[src/rtl/piso_tx.sv]
// Parallel-to-serial transmitter: one-word holding register in front of a shifter,
// one bit per clock on ser_d/ser_en, word_done pulse after each word, optional idle gap.
module piso_tx #(
    parameter int WIDTH     = 4,
    parameter int GAP       = 0,
    parameter bit MSB_FIRST = 1'b1
) (
    input  logic             clk,
    input  logic             rst,
    input  logic [WIDTH-1:0] in_data,
    input  logic             in_valid,
    output logic             in_ready,
    output logic             ser_d,
    output logic             ser_en,
    output logic             word_done,
    output logic             busy
);

    localparam int BW = $clog2(WIDTH);
    localparam int GW = (GAP > 1) ? $clog2(GAP) : 1;

    typedef enum logic [1:0] {S_IDLE, S_SHIFT, S_GAP} state_t;

    state_t           state, state_nx;
    logic [WIDTH-1:0] hold;
    logic             hold_full, hold_full_nx;
    logic [WIDTH-1:0] shreg, shreg_nx;
    logic [BW-1:0]    bit_cnt, bit_cnt_nx;
    logic [GW-1:0]    gap_cnt, gap_cnt_nx;
    logic             reload;
    logic             ser_en_nx, ser_d_nx, done_nx;

    function automatic logic [WIDTH-1:0] advance(input logic [WIDTH-1:0] s);
        if (MSB_FIRST)
            return {s[WIDTH-2:0], 1'b0};
        else
            return {1'b0, s[WIDTH-1:1]};
    endfunction

    function automatic logic line_bit(input logic [WIDTH-1:0] s);
        return MSB_FIRST ? s[WIDTH-1] : s[0];
    endfunction

    assign in_ready = !hold_full && !rst;
    assign busy     = (state != S_IDLE) || hold_full;

    always_comb begin
        state_nx     = state;
        shreg_nx     = shreg;
        bit_cnt_nx   = bit_cnt;
        gap_cnt_nx   = gap_cnt;
        hold_full_nx = hold_full;
        done_nx      = 1'b0;
        reload       = 1'b0;

        case (state)
            S_IDLE: begin
                if (hold_full) begin
                    reload   = 1'b1;
                    state_nx = S_SHIFT;
                end
            end
            S_SHIFT: begin
                shreg_nx   = advance(shreg);
                bit_cnt_nx = bit_cnt + 1'b1;
                if (bit_cnt == BW'(WIDTH - 1)) begin
                    done_nx = 1'b1;
                    if (GAP == 0 && hold_full) begin
                        reload = 1'b1;
                    end else if (GAP > 0) begin
                        state_nx   = S_GAP;
                        gap_cnt_nx = '0;
                    end else begin
                        state_nx = S_IDLE;
                    end
                end
            end
            S_GAP: begin
                // word_done cycle is already the first gap cycle
                gap_cnt_nx = gap_cnt + 1'b1;
                if (gap_cnt == GW'(GAP - 1)) begin
                    if (hold_full) begin
                        reload   = 1'b1;
                        state_nx = S_SHIFT;
                    end else begin
                        state_nx = S_IDLE;
                    end
                end
            end
            default: state_nx = S_IDLE;
        endcase

        if (reload) begin
            shreg_nx     = hold;
            bit_cnt_nx   = '0;
            hold_full_nx = 1'b0;
        end
        if (in_valid && in_ready)
            hold_full_nx = 1'b1;

        ser_en_nx = (state_nx == S_SHIFT);
        ser_d_nx  = ser_en_nx && line_bit(shreg_nx);
    end

    always_ff @(posedge clk) begin
        if (rst) begin
            state     <= S_IDLE;
            hold_full <= 1'b0;
            shreg     <= '0;
            bit_cnt   <= '0;
            gap_cnt   <= '0;
            ser_en    <= 1'b0;
            ser_d     <= 1'b0;
            word_done <= 1'b0;
        end else begin
            state     <= state_nx;
            hold_full <= hold_full_nx;
            shreg     <= shreg_nx;
            bit_cnt   <= bit_cnt_nx;
            gap_cnt   <= gap_cnt_nx;
            ser_en    <= ser_en_nx;
            ser_d     <= ser_d_nx;
            word_done <= done_nx;
        end
    end

    always_ff @(posedge clk) begin
        if (in_valid && in_ready)
            hold <= in_data;
    end

endmodule

[config.mk]
export PLATFORM = sky130hd
export DESIGN_NAME = piso_tx
export DESIGN_NICKNAME = d
export VERILOG_FILES = /design/src/rtl/piso_tx.sv
export SDC_FILE = /design/constraint.sdc
export NUM_CORES = 1
export LEC_CHECK = 0
export CAP_MARGIN = 20
export CORE_MARGIN = 2
export CORE_UTILIZATION = 50
export DETAILED_ROUTE_END_ITERATION = 7
export PLACE_DENSITY = 0.75
export SYNTH_ARGS = -nofsm -noshare
export SYNTH_HDL_FRONTEND = slang
export SYNTH_SLANG_ARGS = --single-unit
[constraint.sdc]
create_clock -name clk -period 2.25 [get_ports clk]
set_clock_uncertainty 0.2 [all_clocks]
set_input_delay 0.225 -clock clk [delete_from_list [all_inputs] [get_ports clk]]
set_output_delay 0.225 -clock clk [all_outputs]
set_load 0.02 [all_outputs]
**Met3 routing**

Bar = 10 microns.
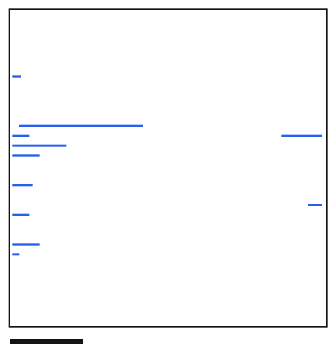
- nets with wire on the layer: 10
- wire length on this layer: 46.0 microns
final wirelength: 1210 microns
via count: 535
met3 usage: 2.92%

**Wiring by layer**

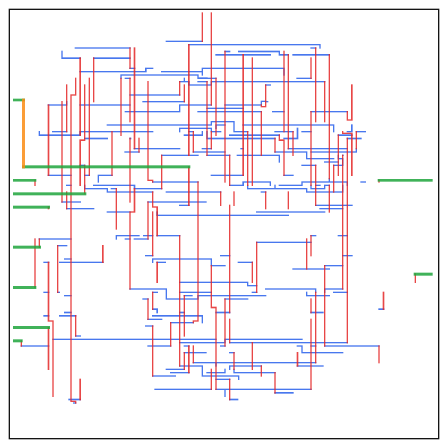
- red: M2 (wire length 569 microns)
- blue: M1 (wire length 588 microns)
- orange: M4 (wire length 6.80 microns)
- green: M3 (wire length 46.0 microns)
Total GRT Usage: 15.4%
WL/cell: 12.0 microns

**Clock network drawn from the DEF**

Bar = 10 microns.
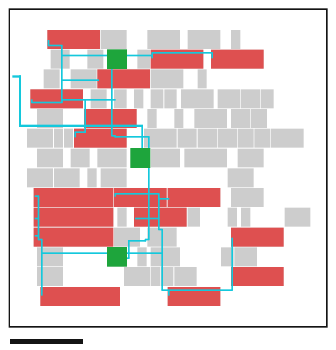
- red: flip-flops (count 17)
- cyan: clock wires (length 196 microns)
- green: clock-net drivers (count 3)
- routed clock nets: 4
Clk power: 160 uW
Clock Power Share: 24.8%

**Sequential cells grouped by signal name**

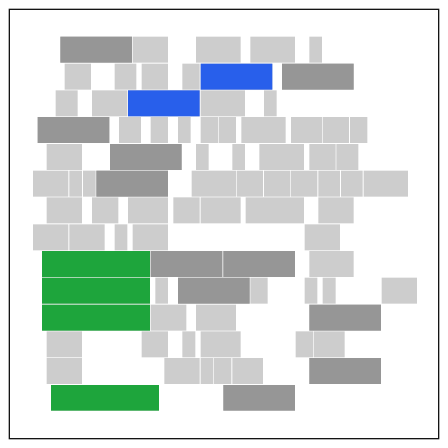
- green: hold (placed flops 4)
- blue: state (placed flops 2)
- not colored: 11
FF+latch area: 380 sq um
seq pwr: 349 uW
Seq/total area: 40.5%
post-layout utilization of the core: 63.1%

==> ci_impl_report.md <==
## Synthesis and layout report

| Metric | Value |
|---|---|
| Outcome | `finished clean` |
| Yosys adder share | `11.2%` |
| Worst setup EP type | `register` |
| Async set-reset flop share out of synthesis | `0%` |
| Required @ worst endpoint | `2.24 ns` |
| Clk_lat worst skew | `0.29 ns` |
| Hold path endpoint | `hold[0]` |
| DPL Wire Length | `937 microns` |
| Sequential share of power | `54.3%` |
| Hold_buf cts | `0` |
| Clock Sinks | `17` |
| Post-CTS resize count | `0` |
| Setup bufs post-CTS | `0` |
| Count leader, synth | `dfxtp_1` |
| Worst-Margin Slew | `0.346 ns` |
| Non-Filler Instances | `101` |
| Most Crowded Layer GR | `met2` |
| Levels on crit path | `6` |
| Flip-flops with a built-in enable | `4` |
| Length of routed met3 wiring | `46 microns` |
| Ys flops | `17` |
| First-pass detailed-route iteration total | `3` |
| FMAX | `between 400 and 500 MHz` |
| Top cells by count | `dfxtp_1 (13), nor2_1 (8), ha_1 (7)` |
| Max-slew violations | `0` |
| FP Rows | `14` |
| Mi-comb count | `50` |
| Fill cells | `123` |
| Setup violations, final | `0` |
| CTS tree | `built` |
| M2 GR Usage | `between 20% and 30%` |
| Initial drt markers | `1` |
| Largest delay share family, worst path | `multiplexers` |
| GR Overflow Total | `0` |
| Compound-Gate Fraction of Synth Area | `a little under 8%` |
| Combinational fraction of design power | `20.8%` |
| Crit-path cells | `inv_1 > ha_1 > mux2i_1 > o21ai_4 > mux2_1 > and3_1` |
| Tap Count | `16` |
| Reg-to-Reg Start | `state[0]` |
| Main logic family | `simple AND/OR/NAND/NOR gates` |
| Post-synth seq share | `48.8%` |
| Xor+xnor area frac | `2.25%` |
| Reg2reg end | `ser_d` |
| Die width | `43.5 microns` |
| Largest net degree at the start of global routing | `12` |
| Final Power | `roughly 640 uW` |
| Seq cells | `17` |
| Most numerous logic cell after layout | `dfxtp_1` |
| Mean Syn Cell Area | `between 10 and 15 sq um` |
| Min Tclk post-route | `2.07 ns` |
| Yosys chip area | `779 sq um` |
| H-tree depth | `1` |
| Clock network area share | `2.93%` |
| Number of global-route vias before repair | `527` |
| Crit-path max cell delay | `about 0.42 ns` |
| Post-Synthesis Cells | `between 70 and 80` |
| I/O Pins | `12` |
| DRC viols | `0` |
| Vias per std cell | `5.30` |
| Top_reg_cell synth | `dfxtp_1` |
| Post-synth mux share | `12.2%` |
| Synth area leaders | `dfxtp_1 (33%), edfxtp_1 (15%), ha_1 (11%)` |
| Worst path slowest cell | `dfxtp_1` |
| Setup_tns | `0 ns` |
| First-pass GRT wire length | `2140 microns` |
| Non-clock buffer share | `12.8%` |
| Highest Signal Layer | `met4` |
| Peak fanout along the critical path | `9` |
| Yosys Warn Count | `0` |
| Max-slew headroom | `approximately three quarters` |
| Met2 WL | `568 microns` |
| Top cell category | `multi-input combinational cells` |
| Final worst path period share | `92.0%` |
| Startpoint types | `register` |
| Cell count after placement | `97` |
| Fp_density | `a little over half` |
| R2R cell count | `6` |
| Hold-critical path depth | `1` |
| Leakage | `approximately 0.39 nW` |
| Internal cell power | `469 uW` |
| Ys cells | `71` |
| Unique cell types | `24` |
| MaxCap Viol Count | `0` |
| Simple Share, Synth | `15.7%` |
| Clock Pin Slew Worst Setup and Hold Paths | `0.10 ns` |
| Syn nets | `85` |
| Clk buf depth | `2` |
| Logic area | `384 sq um` |
| Setup crit end | `ser_d` |
| Critical path origin | `state[0]` |
| GR met1 Demand/Resource | `18.8%` |
| Final hold viol count | `0` |
| Tool warnings | `31` |
| Top Layout Cells | `dfxtp_1 (13), clkdlybuf4s50_1 (10), nor2_1 (8), ha_1 (7), mux2i_1 (5)` |
| Layout cells sized above 1 | `10.6%` |
| P per Cell Area | `684 mW/mm^2` |
| Max-area cell share | `~33%` |
| Die H | `43.5 microns` |
| Cell type with the largest total area | `dfxtp_1` |
| Critical Path AT | `2.06 ns` |
| Worst reg-to-reg setup slack | `0.18 ns` |
| Layout clock buffer count | `3` |
| Initial antenna violation count | `0` |
| Area delta synth->final | `20.5%` |
| CORE AREA | `about 0.0015 sq mm` |
| Switching share of power | `27.0%` |
| Synth Cell Area | `about 780 sq um` |
| RSZ-0062 raised after global routing | `no` |
| Largest registers | `hold: 4 flops, shreg: 4 flops` |
| Min-delay src | `in_data[0]` |
| Root Buffer | `clkbuf_4` |
| Net switching power | `roughly 170 uW` |
| Inverters, non-clock | `2` |
| Antenna diodes | `0` |
| Final ANT Viol Nets | `0` |
| Die area | `0.00189 sq mm` |
| HP Class | `in -> reg` |
| Combinational share of cell area | `40.9%` |
| Inserted Clock Buffers | `3` |
| Buf/Inv on CP | `1` |
-- stage by stage --
step / util (%) / area (sq um) / setup WS [ns] / hold slack (ns)
floorplan: - / 779 / 0.332 / 0.124
global placement: 61.1 / 910 / 0.246 / 0.263
detailed placement: 61.1 / 910 / 0.175 / 0.277
CTS: 62.9 / 937 / 0.0372 / 0.276
global route: 63.1 / 940 / 0.0556 / 0.279
finish: 63.1 / 940 / 0.180 / 0.284
-- power groups by stage --
stage	Sequential, mW	Combinational, mW	Clock, mW
after global placement	0.355	0.133	0
after detailed placement	0.357	0.136	0
final	0.349	0.134	0.160
after floorplan	0.358	0.0867	0
after CTS	0.350	0.137	0.167
after global routing	0.353	0.148	0.177
Power is estimated from default activity; no workload was simulated.
